--- src/rtl/instr_fetch.sv ---
// instr_fetch: BOOT/REQ/EXEC fetch sequencer holding PC, the fetched instruction and a retire counter.
module instr_fetch #(
  parameter logic [31:0] RESET_PC = 32'h0000_0000
) (
  input  logic        clk,
  input  logic        reset,
  output logic [31:0] ImemAddr,
  output logic        ImemReq,
  input  logic        ImemReady,
  input  logic [31:0] ImemData,
  input  logic        Jump,
  input  logic        Branch,
  input  logic        BranchNe,
  input  logic        Zero,
  input  logic        Stall,
  output logic [31:0] Instr,
  output logic [5:0]  InstrOpCode,
  output logic        InstrValid,
  output logic [31:0] PC,
  output logic [31:0] PC4,
  output logic [31:0] InstrCount
);
  typedef enum logic [1:0] {BOOT, REQ, EXEC} state_t;
  state_t      state_q;
  logic [31:0] pc_q, pc_d, instr_q, count_q, pc4, br_off;
  logic        req_q, valid_q, taken;
  always_comb begin
    pc4    = pc_q + 32'd4;
    br_off = {{14{instr_q[15]}}, instr_q[15:0], 2'b00};
    taken  = Branch & (Zero ^ BranchNe);
    pc_d   = Jump ? {pc4[31:28], instr_q[25:0], 2'b00} : taken ? pc4 + br_off : pc4;
  end
  // req_q/valid_q are registered alongside the state so they track it exactly
  always_ff @(posedge clk or posedge reset) begin
    if (reset) begin
      state_q <= BOOT;
      pc_q    <= RESET_PC;
      instr_q <= '0;
      count_q <= '0;
      req_q   <= 1'b0;
      valid_q <= 1'b0;
    end else begin
      case (state_q)
        BOOT: begin
          state_q <= REQ;
          req_q   <= 1'b1;
        end
        REQ: if (ImemReady) begin
          instr_q <= ImemData;
          state_q <= EXEC;
          req_q   <= 1'b0;
          valid_q <= 1'b1;
        end
        EXEC: if (!Stall) begin
          pc_q    <= pc_d;
          count_q <= count_q + 32'd1;
          state_q <= REQ;
          req_q   <= 1'b1;
          valid_q <= 1'b0;
        end
        default: begin
          state_q <= BOOT;
          req_q   <= 1'b0;
          valid_q <= 1'b0;
        end
      endcase
    end
  end
  assign ImemAddr    = pc_q;
  assign ImemReq     = req_q;
  assign Instr       = instr_q;
  assign InstrOpCode = instr_q[31:26];
  assign InstrValid  = valid_q;
  assign PC          = pc_q;
  assign PC4         = pc4;
  assign InstrCount  = count_q;
endmodule

--- config.mk ---
export PLATFORM = sky130hd
export DESIGN_NAME = instr_fetch
export DESIGN_NICKNAME = d
export VERILOG_FILES = /design/src/rtl/instr_fetch.sv
export SDC_FILE = /design/constraint.sdc
export NUM_CORES = 1
export LEC_CHECK = 0
export CAP_MARGIN = 10
export CORE_ASPECT_RATIO = 1.5
export CORE_MARGIN = 5
export CORE_UTILIZATION = 30
export DETAILED_ROUTE_END_ITERATION = 10
export GPL_ROUTABILITY_DRIVEN = 1
export PLACE_DENSITY = 0.67
export SYNTH_ARGS = -nofsm -noshare
export SYNTH_HDL_FRONTEND = slang
export SYNTH_SLANG_ARGS = --single-unit
--- constraint.sdc ---
create_clock -name clk -period 3.45 [get_ports clk]
set_clock_uncertainty 0.15 [all_clocks]
set_input_delay 0.69 -clock clk [delete_from_list [all_inputs] [get_ports clk]]
set_output_delay 0.69 -clock clk [all_outputs]
set_load 0.1 [all_outputs]
==> impl_metrics.yaml <==
# implementation run metrics
floorplan:
  coreArea_um2: 22300
setup_path:
  cp-startpoint: "ImemAddr[14]"
  critical_path_depth: 17
  r2r_end: "ImemAddr[31]"
sta:
  worst_slack_ns: -0.149
  setup_violations: 5
  tns_ns: -0.362
  hold_viol: 0
  worstMarginPinSlew_ns: 0.710
synth:
  ys_seq_frac: 0.360
  yosys_most_used_dff: "dfrtp_1"
  ys_area_um2: 6750
  synthTopCellsByArea: "dfrtp_1 (36%), xnor2_1 (7.3%), ha_1 (6.9%)"
  synth_cells: 738
  synth_flop_count: 97
  yosysTopAreaCellShare: 0.360
detailed_routing:
  wl_per_cell_um: 18.7
  vias_per_cell: 5.15
cells_and_area:
  num_antenna_cells: 0
placement:
  dp_slack_ns: -0.370
  post_dp_cell_area_um2: 9850
  gp_congestion: 0.957
  dp.final_hpwl_um: 19100
global_route:
  grt_start_max_net_pins: 53
  grt_overflow_total: 0
outcome:
  violations: "negative setup slack"
  outcome: "finished with violations"
job:
  max_cap_violations: 0
min_path:
  whs_path_depth: 1
==> layout by cell type, fill, tap and decap left out, types with 11 or more instances in the layout <==
cell	instances
inv_1	11
o21ai_0	35
dfrtp_2	16
a21oi_2	13
nand2_1	65
a21o_1	18
ha_1	21
buf_4	269
xnor2_1	39
dfrtp_1	81
ha_4	14
nand4_1	14
xor2_1	14
a21oi_1	26
mux2_2	32
nand3_1	34
nor2_1	48
and3_1	11
buf_12	21
clkdlybuf4s50_1	39
==> metal layers <==
layer	vias up	track usage	share of wire
met5	-	0	0
met4	0	0.0886	0.040
met3	54	0.0291	0.048
met2	212	0.350	0.55
met1	3279	0.198	0.37
li1	3159	-	-
==> layout make-up <==
type	instances	share of cell area
multi-input cells	563	0.441
repair buffers	335	0.269
flip-flops and latches	97	0.227
well taps	276	0.0321
clock buffers	11	0.0216
inverters	14	0.00535
clock inverters	5	0.00372
==> kinds of logic after synthesis <==
| kind of cell | Yosys count | synth area share |
|---|---|---|
| compound gates | 163 | 0.158 |
| xor+xnor | 83 | 0.109 |
| fa+ha+maj | 38 | 0.0716 |
| buf+inv | 83 | 0.0705 |
| flops | 97 | 0.360 |
| mux | 34 | 0.0564 |
| other cells | 1 | 0.000556 |
| simple gates | 239 | 0.174 |
==> timing repair <==
item | CTS | global route
buffers inserted | 11 | 9
resized | 37 | 56
hold endpoints to repair | 0 | 0
endpoints found under the setup margin | 14 | 20
pin swaps | 32 | 44
==> sequential cells by signal, indices dropped and copies added, names as in the netlist <==
| signal | cells |
|---|---|
| InstrCount | 32 |
| Instr | 32 |
| ImemAddr | 30 |
| state_q | 2 |
| InstrValid | 1 |
**Where the registers sit**

Bar = 50 µm. Other sequential cells in the stronger gray, the rest of the logic in the fainter gray.
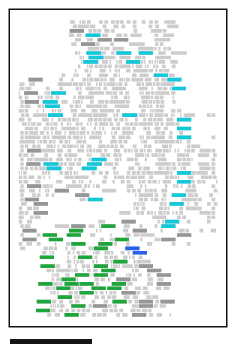
- green: `InstrCount` (flops 32)
- cyan: `ImemAddr` (flops 30)
- blue: `state_q` (flops 2)
Seq/total area: 0.227
fin util: 0.483
register area: 2450 µm²

**Clock wiring as the flow saved it**

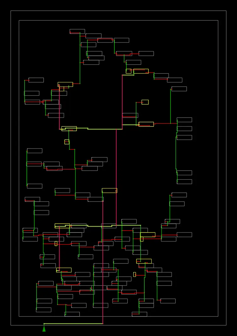
clk_lat worst skew: 0.36 ns
CTS Buf Count: 9

**Routed clock nets over the placement**

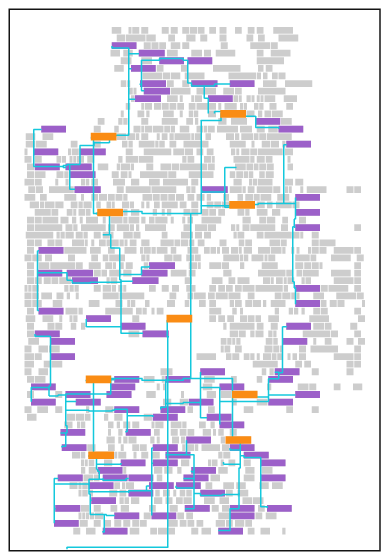
- orange: clock drivers (count 9)
- purple: flip-flops (count 97)
- cyan: clock wires (length 1,450 µm)
- routed clock nets: 10
- flops lie: spread over the die

